===== config.mk =====
export PLATFORM = sky130hd
export DESIGN_NAME = prog_loader
export DESIGN_NICKNAME = d
export VERILOG_FILES = /design/src/rtl/prog_loader.sv
export SDC_FILE = /design/constraint.sdc
export NUM_CORES = 1
export LEC_CHECK = 0
export ABC_AREA = 0
export CELL_PAD_IN_SITES_DETAIL_PLACEMENT = 1
export CELL_PAD_IN_SITES_GLOBAL_PLACEMENT = 2
export CORE_MARGIN = 3
export CORE_UTILIZATION = 33
export CTS_CLUSTER_DIAMETER = 60
export DETAILED_ROUTE_END_ITERATION = 10
export HOLD_SLACK_MARGIN = 0.12
export PLACE_DENSITY = 0.92
export SYNTH_ARGS = -nofsm -noshare
export SYNTH_HDL_FRONTEND = slang
export SYNTH_SLANG_ARGS = --single-unit

===== constraint.sdc =====
create_clock -name clock -period 2.2 [get_ports clock]
set_input_delay 0.33 -clock clock [delete_from_list [all_inputs] [get_ports clock]]
set_output_delay 0.33 -clock clock [all_outputs]
set_load 0.02 [all_outputs]

===== src/rtl/prog_loader.sv =====
// Host command responder: loads instruction memory, gates the CPU reset line
// and streams data-memory words back to the host, MSB first.
module prog_loader #(
  parameter int INSTR_MEM_SIZE = 32,
  parameter int DATA_MEM_SIZE  = 32
) (
  input  logic        clock,
  input  logic        reset,
  input  logic [7:0]  rx_data,
  input  logic        rx_valid,
  output logic        rx_ready,
  output logic [7:0]  tx_data,
  output logic        tx_valid,
  input  logic        tx_ready,
  output logic        imem_we,
  output logic [7:0]  imem_addr,
  output logic [31:0] imem_wdata,
  output logic [7:0]  dmem_addr,
  input  logic [31:0] dmem_rdata,
  output logic        cpu_reset,
  output logic        busy,
  output logic        err
);

  // state | meaning
  // IDLE  | waiting for a command byte
  // LEN   | waiting for the word count of a load
  // DATA  | assembling a word from four big-endian bytes
  // WRITE | one-cycle instruction memory write strobe
  // ADDR  | waiting for the data-memory word address
  // FETCH | capturing the addressed data word
  // SEND  | streaming the captured word to the host
  typedef enum logic [2:0] {
    S_IDLE, S_LEN, S_DATA, S_WRITE, S_ADDR, S_FETCH, S_SEND
  } state_t;

  localparam logic [8:0] ILIM = 9'(INSTR_MEM_SIZE);
  localparam logic [8:0] DLIM = 9'(DATA_MEM_SIZE);

  state_t      state_q, state_d;
  logic        rx_ready_d, busy_d, cpu_reset_d, err_d;
  logic        imem_we_d, tx_valid_d;
  logic [7:0]  imem_addr_d, dmem_addr_d, tx_data_d;
  logic [31:0] imem_wdata_d;
  logic [7:0]  len_q, len_d, idx_q, idx_d;
  logic [1:0]  bcnt_q, bcnt_d;
  logic [31:0] shreg_q, shreg_d;
  logic        rx_fire, tx_fire;
  logic [31:0] word_in, fetch_word;

  always_ff @(posedge clock or negedge reset) begin
    if (!reset) begin
      state_q    <= S_IDLE;
      rx_ready   <= 1'b1;
      busy       <= 1'b0;
      cpu_reset  <= 1'b0;
      err        <= 1'b0;
      imem_we    <= 1'b0;
      imem_addr  <= '0;
      imem_wdata <= '0;
      dmem_addr  <= '0;
      tx_valid   <= 1'b0;
      tx_data    <= '0;
      len_q      <= '0;
      idx_q      <= '0;
      bcnt_q     <= '0;
      shreg_q    <= '0;
    end else begin
      state_q    <= state_d;
      rx_ready   <= rx_ready_d;
      busy       <= busy_d;
      cpu_reset  <= cpu_reset_d;
      err        <= err_d;
      imem_we    <= imem_we_d;
      imem_addr  <= imem_addr_d;
      imem_wdata <= imem_wdata_d;
      dmem_addr  <= dmem_addr_d;
      tx_valid   <= tx_valid_d;
      tx_data    <= tx_data_d;
      len_q      <= len_d;
      idx_q      <= idx_d;
      bcnt_q     <= bcnt_d;
      shreg_q    <= shreg_d;
    end
  end

  assign rx_fire    = rx_valid && rx_ready;
  assign tx_fire    = tx_valid && tx_ready;
  assign word_in    = {shreg_q[23:0], rx_data};
  assign fetch_word = ({1'b0, dmem_addr} >= DLIM) ? 32'h0 : dmem_rdata;

  always_comb begin
    state_d      = state_q;
    cpu_reset_d  = cpu_reset;
    err_d        = err;
    imem_we_d    = 1'b0;
    imem_addr_d  = imem_addr;
    imem_wdata_d = imem_wdata;
    dmem_addr_d  = dmem_addr;
    tx_valid_d   = tx_valid;
    tx_data_d    = tx_data;
    len_d        = len_q;
    idx_d        = idx_q;
    bcnt_d       = bcnt_q;
    shreg_d      = shreg_q;
    case (state_q)
      S_IDLE: if (rx_fire) begin
        case (rx_data)
          8'h01: begin cpu_reset_d = 1'b0; state_d = S_LEN; end
          8'h02: cpu_reset_d = 1'b1;
          8'h03: cpu_reset_d = 1'b0;
          8'h04: state_d = S_ADDR;
          default: err_d = 1'b1;
        endcase
      end
      S_LEN: if (rx_fire) begin
        len_d  = rx_data;
        idx_d  = '0;
        bcnt_d = '0;
        state_d = (rx_data == 8'd0) ? S_IDLE : S_DATA;
      end
      // Write strobe is prepared here so it is registered during WRITE.
      S_DATA: if (rx_fire) begin
        shreg_d = word_in;
        bcnt_d  = bcnt_q + 2'd1;
        if (bcnt_q == 2'd3) begin
          imem_addr_d  = idx_q;
          imem_wdata_d = word_in;
          if ({1'b0, idx_q} >= ILIM) err_d = 1'b1;
          else imem_we_d = 1'b1;
          state_d = S_WRITE;
        end
      end
      S_WRITE: begin
        idx_d   = idx_q + 8'd1;
        state_d = ((idx_q + 8'd1) == len_q) ? S_IDLE : S_DATA;
      end
      S_ADDR: if (rx_fire) begin
        dmem_addr_d = rx_data;
        state_d     = S_FETCH;
      end
      S_FETCH: begin
        if ({1'b0, dmem_addr} >= DLIM) err_d = 1'b1;
        tx_data_d  = fetch_word[31:24];
        shreg_d    = {fetch_word[23:0], 8'h00};
        tx_valid_d = 1'b1;
        bcnt_d     = '0;
        state_d    = S_SEND;
      end
      S_SEND: if (tx_fire) begin
        bcnt_d = bcnt_q + 2'd1;
        if (bcnt_q == 2'd3) begin
          tx_valid_d = 1'b0;
          state_d    = S_IDLE;
        end else begin
          tx_data_d = shreg_q[31:24];
          shreg_d   = {shreg_q[23:0], 8'h00};
        end
      end
      default: state_d = S_IDLE;
    endcase
    rx_ready_d = (state_d == S_IDLE) || (state_d == S_LEN) ||
                 (state_d == S_DATA) || (state_d == S_ADDR);
    busy_d     = (state_d != S_IDLE);
  end

endmodule


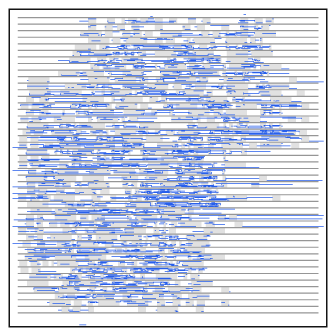
**Above:** run 1 (met1 routing).
Supply wires on this layer in gray. Cells faint in the background.
- main direction: horizontal
- share of all routed wire: 44%
- wire length on this layer: 6,720 µm
- longest straight run: 43.2 µm

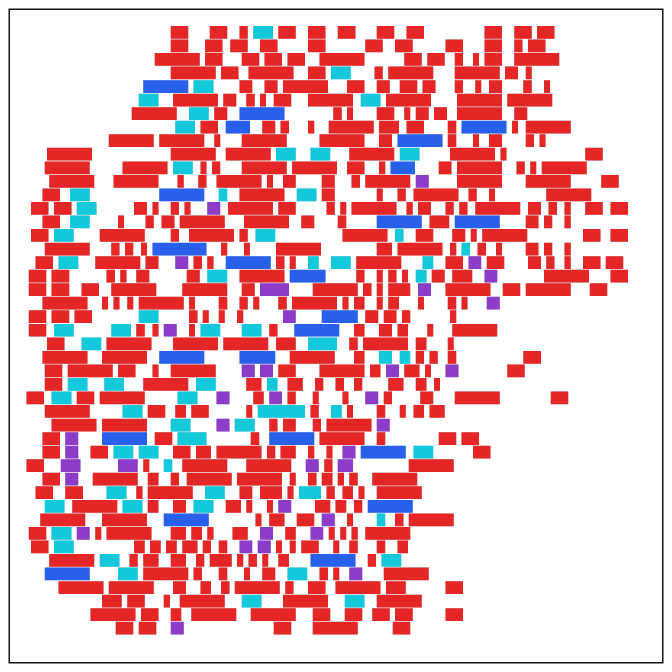
**Above:** run 1 (cell sizes after repair).
- x1 and smaller: red (cells 486; share 80%)
- x2: cyan (cells 66; share 11%)
- x6 and larger: blue (cells 23; share 3.8%)
- x3 and x4: purple (cells 36; share 5.9%)

==> impl_metrics.ini, run 1 <==
; physical design summary
[route]
post_drt_wl_per_cell_um = 18.58
met1_length_um = 6716
vias = 4183
drc = 0
met3_length_um = 829
via_per_inst = 5.089

[layout]
reg_top3 = imem_wdata: 32 flops, shreg_q: 32 flops
num-nonclk-inverters = 7
largest_cell_class = sequential cells
logic_area_um2 = 2148
diodes = 0
register_area_um2 = 2879
fin_nets = 647
stdcell_area_um2 = 7189
num-multi-input-gates = 322
clkCellAreaFrac_pct = 7.553

[placement]
placedCellCount = 791
place_area_um2 = 6624
pre_cts_slack_ns = -0.1719

[critical_path]
critPathTopFamily = AND-OR/OR-AND gates
regToRegEndpoint = state_q[1]
crit_required_ns = 2.48
end_kind = register
cp_cell_sequence = inv_1 > ha_1 > xnor2_2 > o211ai_1 > a311oi_1 > nand4_1 > a211oi_2 > buf_4 > a21oi_1
r2r_start = idx_q[0]
crit_path_max_fanout = 3

[die]
coreArea_um2 = 15260
fp_util_pct = 33.78
core.rowCount = 45
taps = 211

[synth]
ys_async_sr_fraction_pct = 100.0
top_area_cell = dfrtp_1
ys_area_um2 = 5154
numSynthFlops = 115
synth.area.mux_share_pct = 12.02
avgSynthCellArea_um2 = 10.94
aoi_share_pct = 15.25
simple_gate_area_share_pct = 11.36
synth-edff-count = 0
netlist-cell-type-count = 47
synth-adder-area-share_pct = 0.7283
synthCells = 471
most_common_cell = dfrtp_1
syn_nets = 518
ff_type = dfrtp_1
ys_seq_share_pct = 55.86

[grt]
grt.busiest_layer = met2
grt_max_degree = 56
grtUsageMet3_pct = 6.301
grtUsageMet1_pct = 23.80
grt.total_usage_pct = 18.84
grt_pass1_vias = 4698

[power]
seq_power_uw = 3740
power_frac_comb_pct = 38.8
powerDensity_nw_per_um2 = 1428
p_int_uw = 6572
vdd_drop_max_v = 0.0007760

[clock_tree]
hold_buffers = 1
cts-root-buf = clkbuf_16
cts_resized = 0
cts_tree = built
cts.clk_slew.worst_paths_ns = 0.05
ctsHtreeMaxLevel = 4

[final_timing]
timing.final.ws_setup_ns = 0.1352
hold_violations = 0
finalSetupViolCount = 0
hold-worst-slack_ns = 0.4149
max_freq_ghz = 0.4843
finalClockPeriodUsage_pct = 93.85
post-route-min-period_ns = 2.065
rsz0062_at_grt = false

[flow_run]
maxCapViolCount = 0

[status]
status = complete, no violations
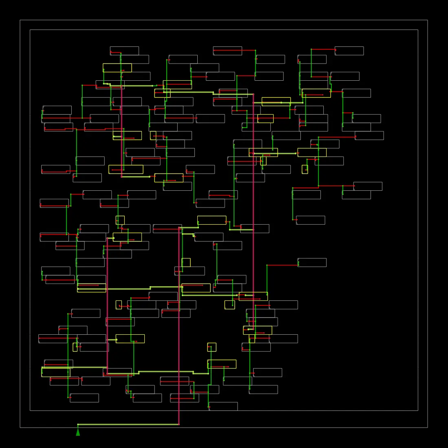
**Above:** run 1 (clock routing).
clock group power: 2540 µW
TritonCTS sink count: 115
Worst Skew: 0.006845 ns

==> inputs of run 2 (changes only) <==
clock period = 1.9 ns   (was 2.2 ns; I/O delays follow)
==> run 2 against run 1 <==
  * The flow now finishes with violations (negative setup slack)
  * Combinational power is 22% higher
  * Clock-buffer cell count is 2 lower
  * Via count up 2.2%
  * First-iteration DRC count decreased by 27%
  * Total power is 23% higher
  * Routed wire length grew 4.2%
  * Worst hold slack got worse by 0.11 ns
==> impl_metrics.ini, run 2 <==
; physical design summary
[critical_path]
r2r_start = idx_q[0]
critPathTopFamily = buffers and inverters
end_kind = register
crit_buf_inv = 3
cp_cell_sequence = buf_4 > ha_4 > buf_4 > xnor2_1 > nor4_1 > o21ai_0 > a211oi_2 > buf_4 > a21oi_1
crit_path_max_fanout = 7
r2r_slack_ns = -0.05
crit_required_ns = 2.18
regToRegEndpoint = state_q[1]

[layout]
stdcell_area_um2 = 7490
fin_nets = 663
num-nonclk-inverters = 7
clkCellAreaFrac_pct = 8.336
num-multi-input-gates = 322
ff_count = 115
diodes = 0
logic_area_um2 = 2198
reg_top3 = imem_wdata: 32 flops, shreg_q: 32 flops
register_area_um2 = 2879
clockBufferCount = 18
largest_cell_class = sequential cells

[die]
core.rowCount = 45
taps = 211
fp_util_pct = 33.78
coreArea_um2 = 15260

[route]
via_per_inst = 5.090
met1_length_um = 6937
drc = 0
met3_length_um = 638
post_drt_wl_per_cell_um = 18.95
vias = 4276

[synth]
numSynthFlops = 115
ys_area_um2 = 5154
synthCells = 471
avgSynthCellArea_um2 = 10.94
ys_seq_share_pct = 55.86
netlist_area_um2 = 5154
simple_gate_area_share_pct = 11.36
ff_type = dfrtp_1
most_common_cell = dfrtp_1
aoi_share_pct = 15.25
syn_nets = 518
netlist-cell-type-count = 47
synth.area.mux_share_pct = 12.02
top_area_cell = dfrtp_1
ys_async_sr_fraction_pct = 100.0
synth-adder-area-share_pct = 0.7283
synth-edff-count = 0

[clock_tree]
hold_buffers = 1
cts.clk_slew.worst_paths_ns = 0.06
cts_tree = built
cts_sinks = 115
ctsHtreeMaxLevel = 4
cts_resized = 5
cts_setup_buffers = 0

[placement]
gp_congestion = 0.8635
pre_cts_slack_ns = -0.4709
place_area_um2 = 6794
place_hpwl_um = 11410

[grt]
grt_max_degree = 38
grt_pass1_vias = 4674
grtUsageMet1_pct = 24.26
grt.busiest_layer = met2
grtUsageMet3_pct = 5.041
grt.total_usage_pct = 19.42

[final_timing]
finalSetupViolCount = 2
hold-worst-slack_ns = 0.3052
timing.final.ws_setup_ns = -0.05234
rsz0062_at_grt = true
finalClockPeriodUsage_pct = 102.8
post-route-min-period_ns = 1.952
hold_violations = 0
max_freq_ghz = 0.5122

[power]
clockNetworkPower_uw = 3390
p_int_uw = 8128
power_frac_comb_pct = 38.8
powerDensity_nw_per_um2 = 1681
clkPwrFrac_pct = 27.0
pwr-share-seq_pct = 34.3
vdd_drop_max_v = 0.001057

[status]
violations = negative setup slack
status = finished, violations left

[flow_run]
maxCapViolCount = 0
warning_count = 30
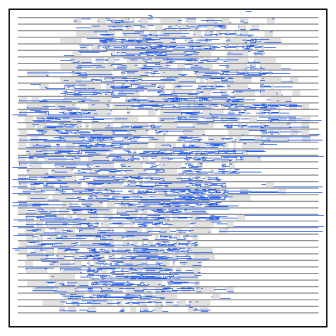
**Above:** run 2 (met1 routing).
Supply wires on this layer in gray. Cells faint in the background.
- share of all routed wire: 44%
- longest straight run: 42.8 µm

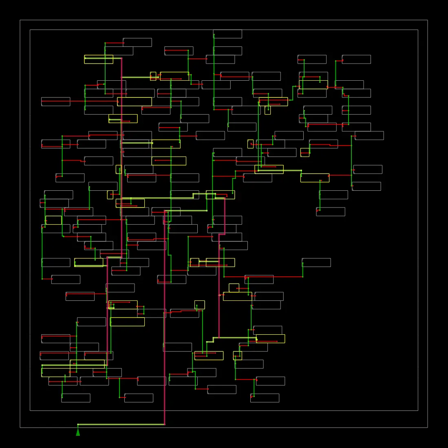
**Above:** run 2 (clock routing).
Num CTS Buffers: 17
worst skew pair latency: 0.42 ns
Worst Skew: 0.006849 ns

No activity file was given, so power comes from the tool's default toggle rates.
